Figure 1. Clock wires, drivers and flops (run 1).
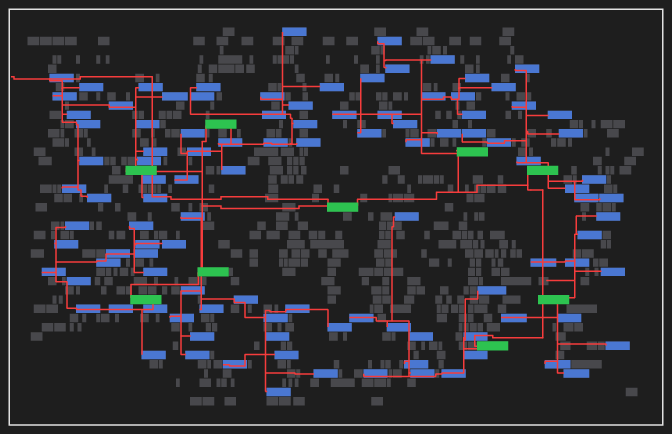
Figure 2. Pin placement (run 1).
Pins as bars across the die edge, other pins in grey.
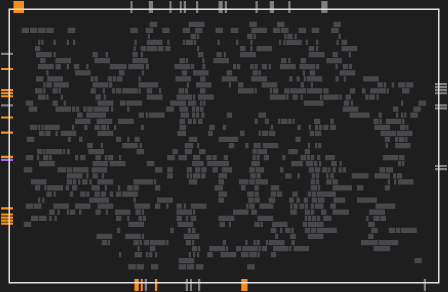
Figure 3. Clock nets (run 1).
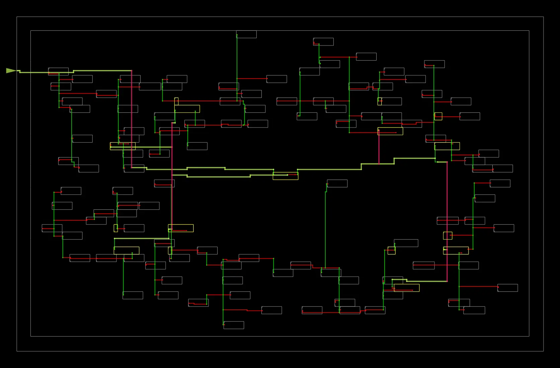
Figure 4. M4 wires (run 1).
The bar under the picture is 50 um long.
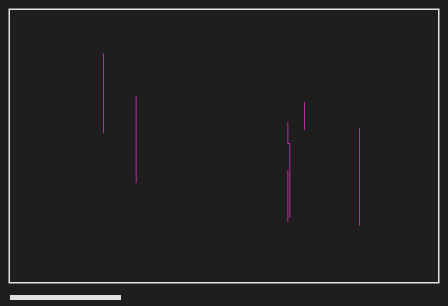
## config.mk

```make
export PLATFORM = sky130hd
export DESIGN_NAME = i2s_master_tx
export DESIGN_NICKNAME = d
export VERILOG_FILES = /design/src/rtl/i2s_pkg.sv /design/src/rtl/i2s_clk_gen.sv /design/src/rtl/i2s_master_tx.sv
export SDC_FILE = /design/constraint.sdc
export NUM_CORES = 1
export LEC_CHECK = 0
export CORE_AREA = 5 5 187 117
export CTS_CLUSTER_DIAMETER = 60
export CTS_CLUSTER_SIZE = 40
export DETAILED_ROUTE_END_ITERATION = 8
export DIE_AREA = 0 0 192 122
export PLACE_DENSITY_LB_ADDON = 0.1
export SKIP_CTS_REPAIR_TIMING = 1
export SLEW_MARGIN = 30
export SYNTH_ARGS = -nofsm -noshare
export SYNTH_HDL_FRONTEND = slang
export SYNTH_SLANG_ARGS = --single-unit
```

## constraint.sdc

```tcl
create_clock -name sys_clk -period 2.3 [get_ports sys_clk]
set_clock_uncertainty 0.15 [all_clocks]
set_input_delay 0.46 -clock sys_clk [delete_from_list [all_inputs] [get_ports sys_clk]]
set_output_delay 0.46 -clock sys_clk [all_outputs]
set_load 0.03 [all_outputs]
```

## src/rtl/i2s_pkg.sv

```systemverilog
// Shared frame geometry and sample types for the I2S master transmitter.
package i2s_pkg;

  localparam int unsigned SLOT_BITS  = 32;
  localparam int unsigned FRAME_BITS = 64;
  localparam int unsigned POS_W      = $clog2(FRAME_BITS);
  localparam int unsigned SBIT_W     = $clog2(SLOT_BITS);
  localparam int unsigned MAX_WL     = 31;

  typedef enum logic {
    CH_LEFT  = 1'b0,
    CH_RIGHT = 1'b1
  } chan_e;

  // Samples are held at the widest legal word length; narrower words are zero-extended.
  typedef struct packed {
    logic [MAX_WL-1:0] left;
    logic [MAX_WL-1:0] right;
  } stereo_sample_t;

endpackage

```

## src/rtl/i2s_clk_gen.sv

```systemverilog
// BCLK divider and frame bit-position counter; fall_tick_o marks the cycle where BCLK is written 1->0.
module i2s_clk_gen
  import i2s_pkg::*;
#(
  parameter int unsigned BCLK_DIV = 8
) (
  input  logic             clk_i,
  input  logic             rst_ni,
  output logic             bclk_o,
  output logic [POS_W-1:0] pos_o,
  output logic             fall_tick_o
);

  localparam int unsigned DW = (BCLK_DIV < 2) ? 1 : $clog2(BCLK_DIV);
  localparam logic [DW-1:0] DIV_LAST = DW'(BCLK_DIV - 1);

  if (BCLK_DIV < 2) begin : g_bad_div
    $error("i2s_clk_gen: BCLK_DIV must be >= 2");
  end

  logic [DW-1:0]    div_q, div_d;
  logic             bclk_q, bclk_d;
  logic [POS_W-1:0] pos_q, pos_d;
  logic             terminal;
  logic             fall_tick;

  always_comb begin
    terminal  = (div_q == DIV_LAST);
    fall_tick = terminal & bclk_q;
    div_d     = terminal ? '0 : div_q + 1'b1;
    bclk_d    = terminal ? ~bclk_q : bclk_q;
    pos_d     = fall_tick ? pos_q + 1'b1 : pos_q;
  end

  always_ff @(posedge clk_i) begin
    if (!rst_ni) begin
      div_q  <= '0;
      bclk_q <= 1'b0;
      pos_q  <= '1;
    end else begin
      div_q  <= div_d;
      bclk_q <= bclk_d;
      pos_q  <= pos_d;
    end
  end

  assign bclk_o      = bclk_q;
  assign pos_o       = pos_q;
  assign fall_tick_o = fall_tick;

endmodule

```

## src/rtl/i2s_master_tx.sv

```systemverilog
// I2S bus-master transmitter: one-deep sample holding register feeding a 64-BCLK stereo frame.
module i2s_master_tx
  import i2s_pkg::*;
#(
  parameter int unsigned BCLK_DIV = 8,
  parameter int unsigned WL       = 24
) (
  input  logic          sys_clk,
  input  logic          sys_rst_n,
  input  logic [WL-1:0] dac_left,
  input  logic [WL-1:0] dac_right,
  input  logic          dac_valid,
  output logic          dac_ready,
  output logic          aud_bclk,
  output logic          aud_lrc,
  output logic          aud_dacdat,
  output logic          frame_start,
  output logic          underrun
);

  if (WL < 16 || WL > MAX_WL) begin : g_bad_wl
    $error("i2s_master_tx: WL must be within 16..31");
  end

  logic [POS_W-1:0] pos;
  logic             fall_tick;

  i2s_clk_gen #(.BCLK_DIV(BCLK_DIV)) u_clk_gen (
    .clk_i       (sys_clk),
    .rst_ni      (sys_rst_n),
    .bclk_o      (aud_bclk),
    .pos_o       (pos),
    .fall_tick_o (fall_tick)
  );

  stereo_sample_t    hold_q, hold_d;
  stereo_sample_t    shift_q, shift_d;
  logic              hold_full_q, hold_full_d;
  logic              dacdat_q, dacdat_d;
  logic              hs;
  logic              load;
  logic [POS_W-1:0]  pos_nx;
  logic [SBIT_W-1:0] sbit;
  logic [SBIT_W-1:0] bit_idx;
  chan_e             chan;
  logic [MAX_WL-1:0] word;

  always_comb begin
    hold_d      = hold_q;
    hold_full_d = hold_full_q;
    shift_d     = shift_q;
    dacdat_d    = dacdat_q;

    hs   = dac_valid & ~hold_full_q;
    load = fall_tick & (pos == POS_W'(FRAME_BITS - 1));

    // Load consumes the old holding state before a same-cycle handshake refills it.
    if (load) begin
      shift_d     = hold_full_q ? hold_q : '0;
      hold_full_d = 1'b0;
    end
    if (hs) begin
      hold_d.left  = MAX_WL'(dac_left);
      hold_d.right = MAX_WL'(dac_right);
      hold_full_d  = 1'b1;
    end

    // Data is driven for the position being entered, giving the one-BCLK I2S delay.
    pos_nx  = pos + 1'b1;
    sbit    = pos_nx[SBIT_W-1:0];
    chan    = chan_e'(pos_nx[POS_W-1]);
    word    = (chan == CH_RIGHT) ? shift_q.right : shift_q.left;
    bit_idx = SBIT_W'(WL) - sbit;
    if (fall_tick) begin
      dacdat_d = ((sbit != '0) && (32'(sbit) <= WL)) ? word[bit_idx] : 1'b0;
    end
  end

  always_ff @(posedge sys_clk) begin
    if (!sys_rst_n) begin
      hold_q      <= '0;
      shift_q     <= '0;
      hold_full_q <= 1'b0;
      dacdat_q    <= 1'b0;
    end else begin
      hold_q      <= hold_d;
      shift_q     <= shift_d;
      hold_full_q <= hold_full_d;
      dacdat_q    <= dacdat_d;
    end
  end

  assign dac_ready   = ~hold_full_q;
  assign aud_lrc     = pos[POS_W-1];
  assign aud_dacdat  = dacdat_q;
  assign frame_start = load;
  assign underrun    = load & ~hold_full_q;

endmodule

```

==> impl_report.txt, run 1 <==
=== SYNTHESIS / PLACE & ROUTE SUMMARY ===
----------------------------------------------------
[Status]
  Status ........................ finished, violations left
  Violations in the final reports ........................ setup timing

[Power and ir drop]
  Max VDD drop ........................ 0.000323 V

[Detailed routing]
  Routed Antenna Nets ........................ 0
  Mean routed wirelength per cell ........................ 15.9 um
  Total iterations of the first detailed-routing run ........................ 5
  Number of remaining DRC errors ........................ 0

[GRT]
  Global route overflow ........................ 0
  Maximum number of pins on one net before global-route repair ........................ 83
  Global routing usage summed across all routing layers ........................ 0.135

[Yosys]
  Post-synthesis simple-gate area fraction ........................ 0.243
  Cells in synth_stat.txt ........................ 593
  Xor/xnor share ........................ 0.0159
  Adder Share, Synth ........................ 0.00771
  Post-synthesis compound-gate area fraction ........................ 0.212
  Post-synthesis register bit count ........................ 108
  Flip-flop cell with the highest count after synthesis ........................ sky130_fd_sc_hd__dfxtp_1
  EDFF count, synth ........................ 0
  Number of standard cells after synthesis ........................ 593
  Dominant combinational family ........................ simple AND/OR/NAND/NOR gates
  Post-synthesis cell area ........................ 0.00487 mm2
  Biggest area contributors in the synthesized netlist ........................ sky130_fd_sc_hd__dfxtp_1 44%, sky130_fd_sc_hd__a21boi_0 15%, sky130_fd_sc_hd__nand2_1 13%
  Share of synthesized area spent on multiplexers ........................ 0.0301

[Worst setup path]
  CP max FO ........................ 3
  Number of buffer and inverter stages on the critical path ........................ 2
  Worst setup SP type ........................ flip-flop
  Data arrival at the endpoint of the critical path ........................ 1.80 ns
  Biggest cell delay along the critical path ........................ 0.35 ns
  Library cell contributing the largest single delay on the critical path ........................ sky130_fd_sc_hd__dfxtp_2
  Req. time, crit path ........................ 1.69 ns
  Kind of critical path ........................ flip-flop to primary output
  Worst r2r dst ........................ aud_dacdat
  Register-to-register path setup slack ........................ 0.04 ns

[STA]
  Total of endpoints with negative setup slack in the final report ........................ 2
  Setup TNS Final ........................ -0.186 ns
  Worst Tran Pin Value ........................ 0.493 ns
  Max Transition Viols Final ........................ 0
  Final worst-path setup slack ........................ -0.111 ns

[Floorplanning]
  Count of pins on the block boundary ........................ 57

[Layout]
  Largest contributor to cell area by class ........................ logic gates
  Multi-input gate area in the final layout ........................ 0.00261 mm2
  Layout inverter count without the clock tree ........................ 5
  Share of cell area taken by multi-input logic gates ........................ 0.401
  Data-path buffer share of cell area in the final layout ........................ 0.167
  Final core occ ........................ 0.321
  Number of clock buffers in the layout ........................ 13
  Filler-free cell count of the finished design ........................ 955

[CTS]
  Maximum level of the CTS H-tree ........................ 3
  CTS Buffer Depth ........................ 2

[Place]
  Setup Slack @ Placement ........................ -0.119 ns

----------------------------------------------------
-- Figure 1 (at the start) --
red -> clock wires  # length 1570 um
blue -> flip-flops  # count 108
green -> clock drivers  # count 9
flops lie = all over the die
routed clock nets = 10
clock-net power: 1.44 mW
clock share of power: 0.391
Clock Latency Late Sink: 0.36 ns

-- Figure 2 (at the start) --
orange -> dac_left  # pins 24, direction input, edge 12 west, 7 south, 5 north
purple -> underrun  # pins 1, direction output, edge west
all pins by edge = 22 north, 15 west, 12 south, 8 east
PortBufs: 56
chip width: 192 um

-- Figure 3 (at the start) --
total CTS buffers: 9
Seq Cell Count: 108

-- Figure 4 (at the start) --
share of all routed wire = 1.3%
longest straight run = 43.5 um
nets with wire on the layer = 4
wire length on this layer = 197 um
main direction = vertical
Routed WL: 15200 um
Vias: 4303

[run 1: power by group]
group,leakage [nW],switching (mW),internal [mW]
sequential,0.878,0.0313,1.93
clock,0.120,0.703,0.739
combinational,1.35,0.140,0.151
[run 1: cells in the final DEF (no fill, tap or decap), types with 4 or more instances in the layout]
| cell | count |
|---|---|
| sky130_fd_sc_hd__o21ai_0 | 6 |
| sky130_fd_sc_hd__a21boi_0 | 96 |
| sky130_fd_sc_hd__a31oi_1 | 4 |
| sky130_fd_sc_hd__a21oi_1 | 12 |
| sky130_fd_sc_hd__mux2_2 | 5 |
| sky130_fd_sc_hd__nor3_1 | 4 |
| sky130_fd_sc_hd__buf_4 | 51 |
| sky130_fd_sc_hd__nand2b_1 | 4 |
| sky130_fd_sc_hd__clkbuf_1 | 4 |
| sky130_fd_sc_hd__clkbuf_16 | 9 |
| sky130_fd_sc_hd__dfxtp_1 | 102 |
| sky130_fd_sc_hd__buf_6 | 9 |
| sky130_fd_sc_hd__nand2_1 | 160 |
| sky130_fd_sc_hd__xnor2_1 | 6 |
| sky130_fd_sc_hd__mux2i_1 | 9 |
| sky130_fd_sc_hd__clkdlybuf4s50_1 | 52 |
| sky130_fd_sc_hd__nand3_1 | 64 |
| sky130_fd_sc_hd__dfxtp_2 | 5 |
[run 1: routing by layer]
metal | track usage | vias to the layer above | wire [um]
met5 | 0 | - | 0
met4 | 0.0325 | 0 | 196
met3 | 0.0381 | 15 | 648
met2 | 0.184 | 61 | 6030
met1 | 0.208 | 2048 | 8330
li1 | - | 2179 | -
[run 1: sequential cells by signal, summed over array words and instances, names as in the netlist]
register          cells
hold_q               48
shift_q              48
u_clk_gen.pos_o       6
u_clk_gen.div_q       3
aud_dacdat            1
hold_full_q           1
u_clk_gen.bclk_o      1
Figure 5. Drive-strength map (run 1).
The bar under the picture is 50 um long.
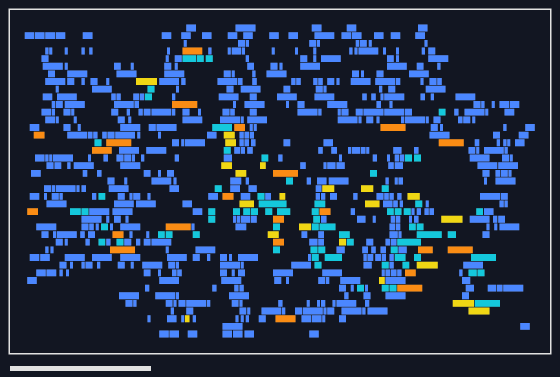

==> run 2: changes to the inputs <==
- PLACE_DENSITY: unset -> 0.46
- PLACE_DENSITY_LB_ADDON: 0.1 -> unset
- SLEW_MARGIN: 30 -> 20
Figure 6. Drive-strength map (run 2).
The bar under the picture is 50 um long.
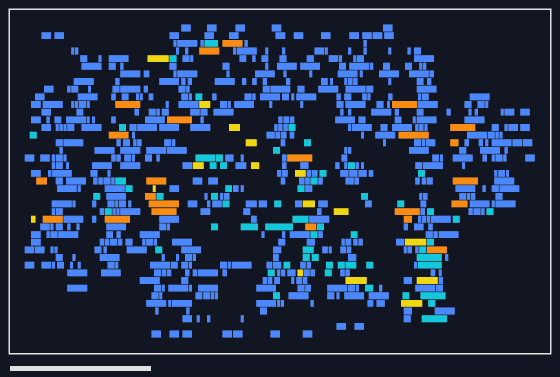
cyan -> _3 and _4 cells  # cells 59, share 8.9%
blue -> _0 and _1 cells  # cells 567, share 85%
yellow -> _2 cells  # cells 16, share 2.4%
orange -> _6 and larger  # cells 23, share 3.5%
count of plain and timing-repair buffers: 106
final worst-path setup slack: -0.110 ns
Syn-to-layout area delta: 32.5%
final instance area: 0.00645 mm2

Figure 7. Clock nets (run 2).
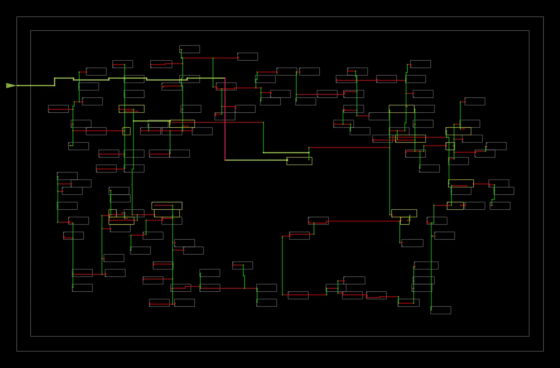
number of clock buffers in the layout: 9
# clock sinks: 108
clock-net power: 1.72 mW
Clock Latency Late Sink: 0.35 ns

==> run 2 against run 1 <==
  * The run still ends with setup timing left
  * Cell count fell by 1.2%
  * Sequential power barely moved
  * Critical path type unchanged
  * Clock power rose by 19%
  * Highest routed layer unchanged
  * Critical endpoint unchanged
==> impl_report.txt, run 2 <==
=== SYNTHESIS / PLACE & ROUTE SUMMARY ===
----------------------------------------------------
[STA]
  Final worst-path setup slack ........................ -0.110 ns (+0.000789 ns)
  Setup TNS Final ........................ -0.171 ns (+0.0150 ns)
  Total of endpoints with negative setup slack in the final report ........................ 3 (+1)

[Detailed routing]
  Routed WL ........................ 14900 um (-2.0%)
  Total iterations of the first detailed-routing run ........................ 4 (-1)
  Vias ........................ 4271 (-0.74%)
  Number of remaining DRC errors ........................ 0 (unchanged)
  Mean routed wirelength per cell ........................ 15.8 um (-0.90%)
  Routed Antenna Nets ........................ 0 (unchanged)

[Floorplanning]
  Count of pins on the block boundary ........................ 57 (unchanged)

[GRT]
  Global routing usage summed across all routing layers ........................ 0.130 (-0.00548)
  Most crowded layer after global routing ........................ met1
  Global routing met3 resource utilization ........................ 0.0341 (-0.00401)
  Routing usage on met1 ........................ 0.207 (-0.00109)
  Maximum number of pins on one net before global-route repair ........................ 73 (-12%)

[Yosys]
  Flip-flop cell with the highest count after synthesis ........................ sky130_fd_sc_hd__dfxtp_1
  Biggest area contributors in the synthesized netlist ........................ sky130_fd_sc_hd__dfxtp_1 44%, sky130_fd_sc_hd__a21boi_0 15%, sky130_fd_sc_hd__nand2_1 13%
  Adder Share, Synth ........................ 0.00771 (unchanged)
  Post-synthesis register bit count ........................ 108 (unchanged)
  Post-synthesis simple-gate area fraction ........................ 0.243 (unchanged)
  Xor/xnor share ........................ 0.0159 (unchanged)
  Dominant combinational family ........................ simple AND/OR/NAND/NOR gates
  Number of standard cells after synthesis ........................ 593 (unchanged)

[Worst setup path]
  Biggest cell delay along the critical path ........................ 0.35 ns (about the same)
  Library cell contributing the largest single delay on the critical path ........................ sky130_fd_sc_hd__dfxtp_2
  Kind of critical path ........................ flip-flop to primary output

[Layout]
  Most common logic cell in the routed design ........................ sky130_fd_sc_hd__nand2_1
  Filler-free cell count of the finished design ........................ 944 (-1.2%)

[CTS]
  Total CTS buffers ........................ 9 (unchanged)

[Status]
  Status ........................ finished, violations left
  Violations in the final reports ........................ setup timing

----------------------------------------------------
-- run 2: cell types whose count changed in the layout (fill, tap and decap cells not counted), moves of 2 or more --
cell                        previous run  this run
sky130_fd_sc_hd__buf_12                3         6
sky130_fd_sc_hd__inv_6                 0         2
sky130_fd_sc_hd__buf_6                 9         3
sky130_fd_sc_hd__nand2_2               3         1
sky130_fd_sc_hd__nand2_1             160       163
sky130_fd_sc_hd__clkbuf_1              4         0
sky130_fd_sc_hd__buf_4                51        44
sky130_fd_sc_hd__bufinv_16             0         2
-- run 2: worst max-delay path, delay by kind of cell, from the launching register on --
family / cells / cell delay (ns)
adders and majority gates: 2 / 0.26
DFF: 1 / 0.35
and+or+nand+nor: 4 / 0.54
buffers and inverters: 2 / 0.29
-- run 2: area by class of cell --
type / instances / area (um2)
Clock inverter: 7 / 109
Timing Repair Buffer: 106 / 1010
Sequential cell: 108 / 2170
Tap cell: 279 / 349
Fill cell: 2151 / 13800
Multi-Input combinational cell: 430 / 2570
Inverter: 5 / 18.8
Clock buffer: 9 / 225
-- run 2: path summary, 6_finish.rpt --
check                 to  slack (ns)  cells after the start
min          shift_q[23]        0.32                      2
max             underrun       -0.11                      8
min reg2reg  shift_q[23]        0.32                      2
max reg2reg   aud_dacdat       -0.02                      9
-- run 2: power by group --
part           switching, mW  internal, mW  total, mW  leakage, nW
Sequential            0.0325          1.93       1.96        0.878
Clock                  0.745         0.972       1.72        0.155
Combinational          0.142         0.153      0.294         1.30
Total                  0.919          3.05       3.97         2.33
-- run 2: per-layer routing --
layer / routed length, um / share of wire
met1: 8320 / 0.56
met4: 29 / 0.0019
met3: 597 / 0.040
met5: 0 / 0
met2: 5950 / 0.40
Figure 8. Clock wires, drivers and flops (run 2).
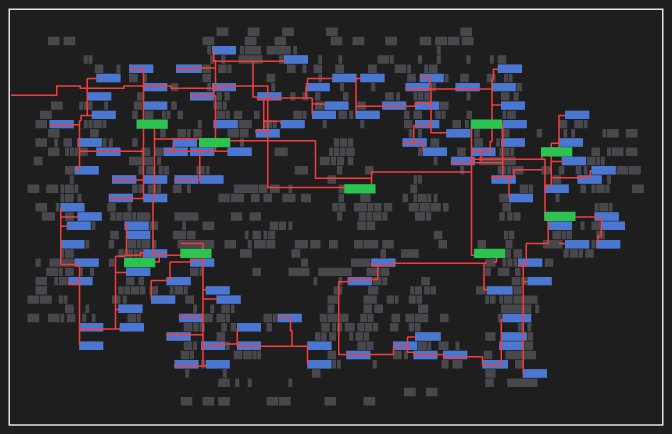

==> run 3: changes to the inputs <==
- CORE_AREA: 5 5 187 117 -> 2 2 184 114
- DIE_AREA: 0 0 192 122 -> 0 0 186 116
Figure 9. Clock wires, drivers and flops (run 3).
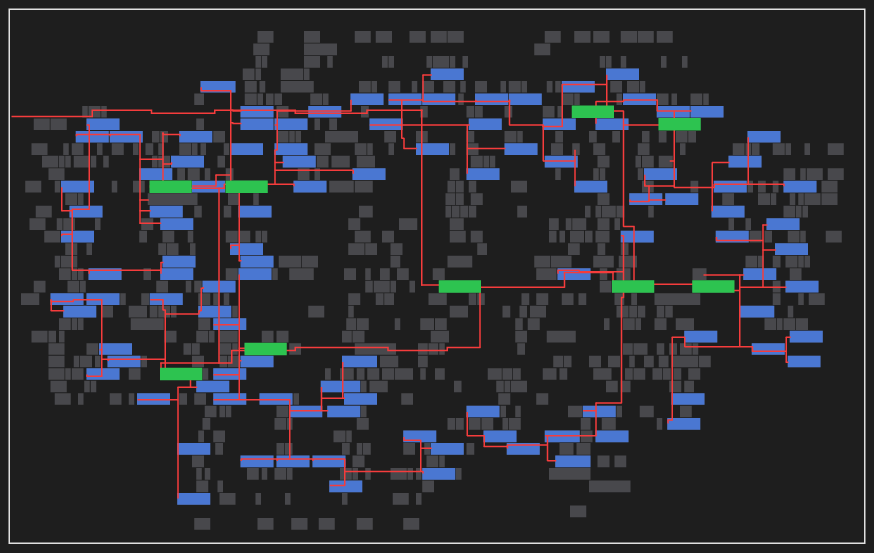
green -> clock drivers  # count 9
red -> clock wires  # length 1460 um
blue -> flip-flops  # count 108
routed clock nets = 10
flops lie = all over the die
clock share of power: 0.414
clock-net power: 1.58 mW

Figure 10. Pin placement (run 3).
Pins as bars across the die edge, other pins in grey.
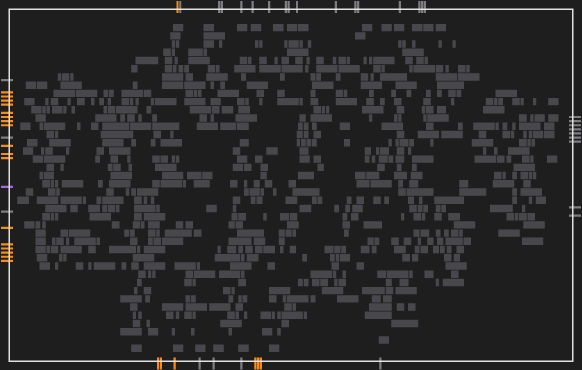
orange -> dac_left  # pins 24, direction input, edge 17 west, 6 south, 1 north
purple -> underrun  # pins 1, direction output, edge west
Die Height: 116 um
chip width: 186 um

==> run 3 against run 2 <==
  * The flow still finishes with violations (setup timing)
  * Die area shrank 7.9%
  * Design area shrank 0.48%
  * Power shrank 3.5%
  * Synthesized cell count is the same
  * Clock-buffer cell count is the same
  * Register-to-register slack gained 0.02 ns
  * Cell count shrank 0.53%
  * Non-clock buffer count grew 1
  * Global-route usage grew 1.1 points
  * Core utilization grew 0.64 points
  * Critical path type unchanged
  * Largest power group unchanged
  * Highest routed layer unchanged
==> impl_report.txt, run 3 <==
=== SYNTHESIS / PLACE & ROUTE SUMMARY ===
----------------------------------------------------
[Status]
  Violations in the final reports ........................ setup timing
  Status ........................ finished, violations left

[Worst setup path]
  Worst setup path endpoint ........................ underrun
  Delay-heaviest family, CP ........................ simple AND/OR/NAND/NOR gates
  Kind of critical path ........................ flip-flop to primary output
  Depth of the most critical reg-to-reg path ........................ 8 (-1)
  Chain of cells forming the critical path ........................ ha_4, ha_4, and2_4, and3_4, nand3_4, buf_6, nor2_4, buf_6
  Number of buffer and inverter stages on the critical path ........................ 2 (unchanged)
  Register-to-register path setup slack ........................ 0 ns (+0.02 ns)
  Biggest cell delay along the critical path ........................ 0.35 ns (about the same)
  WP depth ........................ 8 (unchanged)

[Yosys]
  Post-synthesis register bit count ........................ 108 (unchanged)
  Biggest area contributors in the synthesized netlist ........................ sky130_fd_sc_hd__dfxtp_1 44%, sky130_fd_sc_hd__a21boi_0 15%, sky130_fd_sc_hd__nand2_1 13%
  Number of standard cells after synthesis ........................ 593 (unchanged)
  Most frequent cells after synthesis ........................ 163 x sky130_fd_sc_hd__nand2_1, 108 x sky130_fd_sc_hd__dfxtp_1, 96 x sky130_fd_sc_hd__a21boi_0, 65 x sky130_fd_sc_hd__nand3_1, 36 x sky130_fd_sc_hd__clkbuf_1
  Yosys-reported design area after synthesis ........................ 0.00487 mm2
  Flip-flop cell with the highest count after synthesis ........................ sky130_fd_sc_hd__dfxtp_1

[STA]
  Final worst-path setup slack ........................ -0.0855 ns (+0.0249 ns)
  Number of hold violations in the final report ........................ 0
  Total of endpoints with negative setup slack in the final report ........................ 1 (-2)

[Detailed routing]
  Vias ........................ 4218 (-1.2%)
  Routed Antenna Nets ........................ 0 (unchanged)
  Mean routed wirelength per cell ........................ 15.3 um (-3.1%)
  Routed WL ........................ 14400 um (-3.6%)

[Layout]
  Most common logic cell in the routed design ........................ sky130_fd_sc_hd__nand2_1
  Syn-to-layout area delta ........................ 31.9%

[Place]
  HPWL after detailed placement ........................ 10800 um

[GRT]
  Maximum number of pins on one net before global-route repair ........................ 68 (-6.8%)
  Global routing usage summed across all routing layers ........................ 0.141 (+0.0113)

[CTS]
  Clock Latency Late Sink ........................ 0.35 ns (about the same)

[Min path]
  Endpoint of the worst hold path ........................ u_clk_gen.div_q[0]
  Number of stages on the worst hold path ........................ 1 (-1)

[Power and ir drop]
  Power per cell area ........................ 596 mW/mm2

----------------------------------------------------
[run 3: cell counts after synthesis]
Identical to the previous run, type by type.
[run 3: area by class of cell]
cell class / instances / area (um2)
Fill cell: 2104 / 13300
Sequential cell: 108 / 2170
Clock inverter: 7 / 76.3
Timing Repair Buffer: 107 / 995
Clock buffer: 9 / 225
Inverter: 5 / 18.8
Tap cell: 273 / 342
Multi-Input combinational cell: 430 / 2590
[run 3: per-layer routing]
layer / vias to the layer above / part of all wire / global-route usage
li1: 2162 / - / -
met1: 1984 / 0.58 / 0.219
met2: 68 / 0.38 / 0.190
met3: 4 / 0.037 / 0.0380
met4: 0 / 0.0053 / 0.0294
met5: - / 0 / 0
[run 3: cell families (layout without fill, tap and decap cells)]
kind of cell    Yosys count  after routing  share of synthesized area
compound gates          140            140                      0.212
xor+xnor                  8              8                     0.0159
fa+ha+maj                 3              3                    0.00771
buf+inv                  55            128                     0.0473
flops                   108            108                      0.444
mux                      14             14                     0.0301
simple gates            265            265                      0.243
[run 3: stage by stage]
| step | instance area (um2) | setup TNS, ns | cells | setup WS [ns] |
|---|---|---|---|---|
| 2_1_floorplan | 4890 | 0 | 593 | 0.000118 |
| 3_3_place_gp | 5950 | -0.0532 | 918 | -0.0532 |
| 3_5_place_dp | 5950 | -0.0340 | 918 | -0.0340 |
| 4_1_cts | 6250 | -0.640 | 934 | -0.324 |
| 5_1_grt | 6420 | -0.324 | 939 | -0.175 |
| 6_report | 6420 | -0.0855 | 939 | -0.0855 |
[run 3: report_power, final]
group,internal [mW],switching (mW)
registers,1.93,0.0317
logic,0.150,0.138
clock network,0.853,0.732
Power figures rest on the tool's default switching activity, not on a simulated workload.
